==> src/rtl/fetch_controller_pkg.sv <==
// Shared types, state encodings and address-legality helper for the fetch controller.
// Optional feature macro used by the top: FETCH_PERF_CNT_EN.
`ifndef NOP_INSTRUCTION
`define NOP_INSTRUCTION 32'h0000_0013
`endif

package fetch_controller_pkg;

   typedef enum logic [1:0] {
      FETCH_IDLE  = 2'd0,
      FETCH_RUN   = 2'd1,
      FETCH_FAULT = 2'd2
   } fetch_state_e;

   localparam logic [31:0] NOP_INSTR        = `NOP_INSTRUCTION;
   localparam logic [31:0] DEFAULT_RESET_PC = 32'h0000_0000;

   typedef struct packed {
      logic [31:0] pc;
      logic [31:0] instr;
   } fetch_entry_t;

   typedef struct packed {
      fetch_state_e state;
      logic [7:0]   count;
   } fetch_dbg_t;

   // Word aligned and inside the instruction memory.
   function automatic logic pc_legal(input logic [31:0] pc, input int unsigned mem_words);
      logic [63:0] limit;
      limit = 64'(mem_words) << 2;
      return (pc[1:0] == 2'b00) && ({32'h0, pc} < limit);
   endfunction

endpackage

==> src/rtl/fetch_controller_if.sv <==
// Fetch-side bus: instruction memory address/data plus the decode handshake.
// Handshake: a head transfers on a rising edge where instr_valid_o && instr_ready_i;
// instr_valid_o never depends combinationally on instr_ready_i.
interface fetch_controller_if;
   logic [31:0] imem_addr_o;
   logic [31:0] imem_instr_i;
   logic        instr_valid_o;
   logic [31:0] instr_o;
   logic [31:0] pc_o;
   logic        instr_ready_i;

   modport master (
      output imem_addr_o,
      input  imem_instr_i,
      output instr_valid_o,
      output instr_o,
      output pc_o,
      input  instr_ready_i
   );

   modport slave (
      input  imem_addr_o,
      output imem_instr_i,
      input  instr_valid_o,
      input  instr_o,
      input  pc_o,
      output instr_ready_i
   );
endinterface

==> src/rtl/fetch_queue.sv <==
// Prefetch FIFO of {pc, instr} entries with flush; head is read straight from storage.
module fetch_queue
   import fetch_controller_pkg::*;
#(
   parameter  int DEPTH = 4,
   localparam int PW    = $clog2(DEPTH)
) (
   input  logic         clk,
   input  logic         rst_n,
   input  logic         push_i,
   input  fetch_entry_t push_data_i,
   input  logic         pop_i,
   input  logic         flush_i,
   output fetch_entry_t head_o,
   output logic         full_o,
   output logic         empty_o,
   output logic [PW:0]  count_o
);

   localparam logic [PW:0] DEPTH_C = (PW+1)'(DEPTH);

   fetch_entry_t    mem_q [DEPTH];
   logic [PW-1:0]   wr_ptr_q;
   logic [PW-1:0]   rd_ptr_q;
   logic [PW:0]     count_q;
   logic            do_push;
   logic            do_pop;

   assign full_o  = (count_q == DEPTH_C);
   assign empty_o = (count_q == '0);
   assign count_o = count_q;
   assign head_o  = mem_q[rd_ptr_q];

   // A push into a full queue is legal only when the head leaves in the same cycle.
   assign do_pop  = pop_i && !empty_o;
   assign do_push = push_i && (!full_o || do_pop);

   always_ff @(posedge clk or negedge rst_n) begin
      if (!rst_n) begin
         for (int i = 0; i < DEPTH; i++) begin
            mem_q[i] <= '0;
         end
         wr_ptr_q <= '0;
         rd_ptr_q <= '0;
         count_q  <= '0;
      end else if (flush_i) begin
         wr_ptr_q <= '0;
         rd_ptr_q <= '0;
         count_q  <= '0;
      end else begin
         if (do_push) begin
            mem_q[wr_ptr_q] <= push_data_i;
            wr_ptr_q        <= wr_ptr_q + PW'(1);
         end
         if (do_pop) begin
            rd_ptr_q <= rd_ptr_q + PW'(1);
         end
         case ({do_push, do_pop})
            2'b10:   count_q <= count_q + (PW+1)'(1);
            2'b01:   count_q <= count_q - (PW+1)'(1);
            default: count_q <= count_q;
         endcase
      end
   end

endmodule

==> src/rtl/fetch_controller.sv <==
// Fetch PC sequencer with redirect flush and sticky fault on illegal fetch addresses.
// Optional performance counters are built when FETCH_PERF_CNT_EN is defined.
module fetch_controller
   import fetch_controller_pkg::*;
#(
   parameter int          DEPTH     = 4,
   parameter logic [31:0] RESET_PC  = DEFAULT_RESET_PC,
   parameter int unsigned MEM_WORDS = 1024
) (
   input  logic                 clk,
   input  logic                 rst_n,
   input  logic                 fetch_en_i,
   input  logic                 redirect_valid_i,
   input  logic [31:0]          redirect_pc_i,
   fetch_controller_if.master   bus,
   output logic                 fault_o,
   output logic [31:0]          fault_pc_o,
   output fetch_dbg_t           dbg_o
`ifdef FETCH_PERF_CNT_EN
   ,
   output logic [31:0]          perf_fetch_cnt_o,
   output logic [31:0]          perf_stall_cnt_o
`endif
);

   localparam int PW = $clog2(DEPTH);

   fetch_state_e  state_q, state_d;
   logic [31:0]   pc_q, pc_d;
   logic          fault_q, fault_d;
   logic [31:0]   fault_pc_q, fault_pc_d;

   fetch_entry_t  head;
   logic          q_full;
   logic          q_empty;
   logic [PW:0]   q_count;
   logic          pc_ok;
   logic          tgt_ok;
   logic          fetch_req;
   logic          push;
   logic          pop;

   assign pc_ok     = pc_legal(pc_q, MEM_WORDS);
   assign tgt_ok    = pc_legal(redirect_pc_i, MEM_WORDS);
   assign fetch_req = (state_q == FETCH_RUN) && fetch_en_i && !redirect_valid_i;
   assign pop       = !q_empty && bus.instr_ready_i && !redirect_valid_i;
   assign push      = fetch_req && pc_ok && (!q_full || pop);

   fetch_queue #(.DEPTH(DEPTH)) u_queue (
      .clk         (clk),
      .rst_n       (rst_n),
      .push_i      (push),
      .push_data_i ('{pc: pc_q, instr: bus.imem_instr_i}),
      .pop_i       (pop),
      .flush_i     (redirect_valid_i),
      .head_o      (head),
      .full_o      (q_full),
      .empty_o     (q_empty),
      .count_o     (q_count)
   );

   always_ff @(posedge clk or negedge rst_n) begin
      if (!rst_n) begin
         state_q    <= FETCH_IDLE;
         pc_q       <= RESET_PC;
         fault_q    <= 1'b0;
         fault_pc_q <= '0;
      end else begin
         state_q    <= state_d;
         pc_q       <= pc_d;
         fault_q    <= fault_d;
         fault_pc_q <= fault_pc_d;
      end
   end

   always_comb begin
      state_d    = state_q;
      pc_d       = pc_q;
      fault_d    = fault_q;
      fault_pc_d = fault_pc_q;
      if (redirect_valid_i) begin
         pc_d = redirect_pc_i;
         if (tgt_ok) begin
            fault_d = 1'b0;
            state_d = fetch_en_i ? FETCH_RUN : FETCH_IDLE;
         end else if (state_q == FETCH_FAULT) begin
            fault_pc_d = redirect_pc_i;
         end else begin
            // Illegal target: the fault is raised when the fetch is attempted next cycle.
            state_d = fetch_en_i ? FETCH_RUN : FETCH_IDLE;
         end
      end else begin
         case (state_q)
            FETCH_IDLE: begin
               if (fetch_en_i) state_d = FETCH_RUN;
            end
            FETCH_RUN: begin
               if (!fetch_en_i) begin
                  state_d = FETCH_IDLE;
               end else if (!pc_ok) begin
                  state_d    = FETCH_FAULT;
                  fault_d    = 1'b1;
                  fault_pc_d = pc_q;
               end else if (push) begin
                  pc_d = pc_q + 32'd4;
               end
            end
            FETCH_FAULT: begin
               state_d = FETCH_FAULT;
            end
            default: state_d = FETCH_IDLE;
         endcase
      end
   end

   assign bus.imem_addr_o   = pc_q;
   assign bus.instr_valid_o = !q_empty;
   assign bus.instr_o       = q_empty ? NOP_INSTR : head.instr;
   assign bus.pc_o          = q_empty ? 32'h0 : head.pc;
   assign fault_o           = fault_q;
   assign fault_pc_o        = fault_pc_q;
   assign dbg_o             = '{state: state_q, count: 8'(q_count)};

`ifdef FETCH_PERF_CNT_EN
   logic [31:0] perf_fetch_q;
   logic [31:0] perf_stall_q;

   always_ff @(posedge clk or negedge rst_n) begin
      if (!rst_n) begin
         perf_fetch_q <= '0;
         perf_stall_q <= '0;
      end else begin
         if (push) perf_fetch_q <= perf_fetch_q + 32'd1;
         if ((state_q == FETCH_RUN) && q_full && !pop) perf_stall_q <= perf_stall_q + 32'd1;
      end
   end

   assign perf_fetch_cnt_o = perf_fetch_q;
   assign perf_stall_cnt_o = perf_stall_q;
`endif

endmodule

==> src/flat_wrapper.sv <==
// flat-port wrapper written by rule: the top's interface ports become plain ports
module fetch_controller_flat import fetch_controller_pkg::*;
#(
   parameter int          DEPTH     = 4,
   parameter logic [31:0] RESET_PC  = DEFAULT_RESET_PC,
   parameter int unsigned MEM_WORDS = 1024
)
  (clk, rst_n, fetch_en_i, redirect_valid_i, redirect_pc_i, fault_o, fault_pc_o, dbg_o, bus_imem_addr_o, bus_imem_instr_i, bus_instr_valid_o, bus_instr_o, bus_pc_o, bus_instr_ready_i);
  fetch_controller_if bus_i ();
  input  logic clk;
  input  logic rst_n;
  input  logic fetch_en_i;
  input  logic redirect_valid_i;
  input  logic [31:0] redirect_pc_i;
  output logic fault_o;
  output logic [31:0] fault_pc_o;
  output fetch_dbg_t dbg_o;
  output wire logic [$bits(bus_i.imem_addr_o)-1:0] bus_imem_addr_o;
  input wire logic [$bits(bus_i.imem_instr_i)-1:0] bus_imem_instr_i;
  output wire logic [$bits(bus_i.instr_valid_o)-1:0] bus_instr_valid_o;
  output wire logic [$bits(bus_i.instr_o)-1:0] bus_instr_o;
  output wire logic [$bits(bus_i.pc_o)-1:0] bus_pc_o;
  input wire logic [$bits(bus_i.instr_ready_i)-1:0] bus_instr_ready_i;
  assign bus_imem_addr_o = bus_i.imem_addr_o;
  assign bus_i.imem_instr_i = bus_imem_instr_i;
  assign bus_instr_valid_o = bus_i.instr_valid_o;
  assign bus_instr_o = bus_i.instr_o;
  assign bus_pc_o = bus_i.pc_o;
  assign bus_i.instr_ready_i = bus_instr_ready_i;
  fetch_controller #(.DEPTH(DEPTH), .RESET_PC(RESET_PC), .MEM_WORDS(MEM_WORDS)) u_core (.clk(clk), .rst_n(rst_n), .fetch_en_i(fetch_en_i), .redirect_valid_i(redirect_valid_i), .redirect_pc_i(redirect_pc_i), .bus(bus_i), .fault_o(fault_o), .fault_pc_o(fault_pc_o), .dbg_o(dbg_o));
endmodule
==> config.mk <==
export PLATFORM = sky130hd
export DESIGN_NAME = fetch_controller_flat
export DESIGN_NICKNAME = d
export VERILOG_FILES = /design/src/rtl/fetch_controller_pkg.sv /design/src/rtl/fetch_controller_if.sv /design/src/rtl/fetch_queue.sv /design/src/rtl/fetch_controller.sv /design/src/flat_wrapper.sv
export SDC_FILE = /design/constraint.sdc
export NUM_CORES = 1
export LEC_CHECK = 0
export CAP_MARGIN = 20
export CORE_MARGIN = 2
export CORE_UTILIZATION = 55
export CTS_BUF_LIST = sky130_fd_sc_hd__clkbuf_16
export DETAILED_ROUTE_END_ITERATION = 6
export PLACE_DENSITY = 0.81
export REMOVE_ABC_BUFFERS = 1
export SLEW_MARGIN = 15
export SYNTH_ARGS = -nofsm -noshare
export SYNTH_HDL_FRONTEND = slang
export SYNTH_SLANG_ARGS = --single-unit
==> constraint.sdc <==
create_clock -name clk -period 3.89 [get_ports clk]
set_input_delay 0.389 -clock clk [delete_from_list [all_inputs] [get_ports clk]]
set_output_delay 0.389 -clock clk [all_outputs]
set_load 0.01 [all_outputs]
Figure 1. Routed metal per tile.
Scale: 2 px per µm. 33 x 33 tiles, from white (low) to dark blue (high), scaled to the fullest tile. Values are wire area over tile area, all layers added.
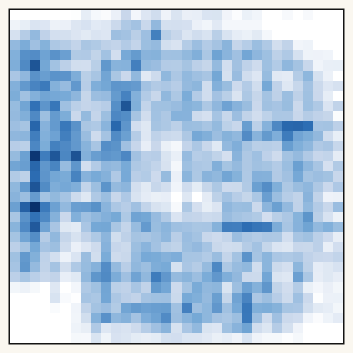
mean over tiles: 0.19
emptiest ninth of the die: north-east
nearly empty tiles: 7.1%
gr usage total: 0.242
wirelength, routed: 32.5 mm

==> out/metrics.csv <==
metric,value,unit
switching_power,1.92,mW
hold_class,in2async,
use_met2,0.387,
grt_pass1_wl,53.6,mm
ys_sh_simple,0.100,
ys_cells,985,
p_total,7.79,mW
finalCritPeriodShare,0.849,
finalMaxSlewViolations,0,
p_int,5.87,mW
skew,0.0159,ns
path_cells,buf_12 > mux4_2 > and2_1 > clkdlybuf4s50_1,
first_pass_iters,5,
syn_area_per_cell,14.7,µm²
initialDrtViolationCount,535,
crit_buf_inv,2,
outcome,completed,
p_per_area,433,nW/µm²
seq_share,0.459,
arrival,2.91,ns
peakVddDrop,326,µV
synth_warnings,0,
critical_path_depth,4,
syn2layout_area_growth,24.0,%
wl_met2,15.4,mm
crit_slowest_cell,dfrtp_4,
path_class,reg2out,
die_height,166,µm
n_antenna_cell,0,
path_delay_family,flip-flops,
ctsResizeCount,0,
comb_cells,580,
die_area,27700,µm²
root_buffer,clkbuf_16,
drive_above_1_share,0.309,
grt_util_met3,0.0656,
power.share.switching,0.247,
setup_slack,0.588,ns
tapCellCount,335,
seq_area,8270,µm²
ys_seq_frac,0.569,
clkLatencyLatePin,0.51,ns
pwr-share-comb,0.122,
ys_sh_adder,0.00569,
synth-xor-area-share,0.00543,
path_clk_slew,0.06,ns
reg2reg_slack,0.79,ns
num_io_pins,209,
cts_buffer_depth,3,
route.met3.wl,2.09,mm
netlist.area_leader.share,0.569,
postCtsHoldBufs,0,
slowest_delay,0.85,ns
clkCellAreaFrac,0.0604,
max_freq,303,MHz
p_comb,0.949,mW
edf_count,0,
warning_count,30,
maxSlewHeadroom,0.405,
rsz0062_at_grt,no,
route.detailed.drc,0,
worst_r2r_endpoint,u_core.u_queue.mem_q[27]$_DFFE_PN0P_,
netlist_top_cells_count,"330 x dfrtp_1, 223 x mux2_2, 150 x and2_1",
synth_cell_type_count,46,
crit_fanout,30,
topCellsByArea,"dfrtp_1 57%, mux2_2 17%, mux4_2 9.9%",
cts_buffers,36,
pg_clk,3.17,mW
busiest_layer,met2,
synth_cells,985,
n_fill_cell,1789,
cellLeakagePower,8.33,nW
h-tree-depth,2,
hpwlAfterDp,20.1,mm
setup_tns,0,ns
rows,59,
reg2reg_depth,6,
ys_ff,330,
fin_nets,1266,
cts_sinks,330,
topCombFamilyByArea,multiplexers,
fp_util,0.559,
flop_cell,dfrtp_1,
mux_area_frac,0.276,
place_congestion,0.791,
wl_met1,14.3,mm
antenna_left,0,
crit_path_start_kind,flop,
synth.most_common_cell,dfrtp_1,
min_period,3.30,ns
gr-total-overflow,0,
post-cts-setup-buffer-count,0,
hold_viol_final,0,
layout.nonclk_buf_frac,0.127,
grt_max_degree,143,
postPlaceCellArea,16900,µm²
crit_end,bus_pc_o[30],
crit_start,u_core.u_queue.rd_ptr_q[0]$_DFFE_PN0P_,
grt_antenna_before_repair,0,
io_buffers,203,
vias_per_cell,5.69,
vias,8824,
die_w,166,µm
maxCapViolCount,0,
synth_async_sr_flop_share,1.00,
maxUsedRoutingLayer,met4,
yosys_area,14500,µm²
largest_class,registers,
yosysTopAreaCell,dfrtp_1,
Figure 2. Selected gate families.
Scale: 2 px per µm.
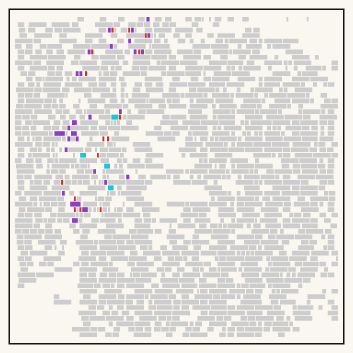
| colour | family | cells |
|---|---|---|
| purple | aoi and oai cells | 27 |
| red | inv cells | 15 |
| cyan | non-inverting ao/oa cells | 4 |
logic share of the area: 0.326
Top cell excl fill/tap: dfrtp_1
Finished Layout Cells: 1,550

## cells in the final DEF, fill, tap and decap left out, types with 5 or more instances in the layout
cell	n
clkinv_2	5
nand2_1	18
mux2_2	223
inv_1	23
nor3_1	5
nand4_1	5
nor4b_1	5
mux4_2	64
o21ai_0	20
dfrtp_1	328
ha_1	5
buf_4	19
mux2i_1	5
conb_1	5
xnor2_1	8
clkinv_1	7
nor4_1	12
clkdlybuf4s50_1	201
nand3_1	7
clkbuf_16	37
and2_1	150
nor2_1	13
## registers in the layout, summed over array words and instances (netlist names)
register / cells
u_core.bus.imem_addr_o: 32
u_core.u_queue.count_o: 3
u_core.u_queue.mem_q: 256
u_core.u_queue.rd_ptr_q: 2
u_core.state_q: 2
u_core.u_queue.wr_ptr_q: 2
u_core.fault_o: 1
u_core.fault_pc_o: 32
No activity file was given, so power comes from the tool's default toggle rates.
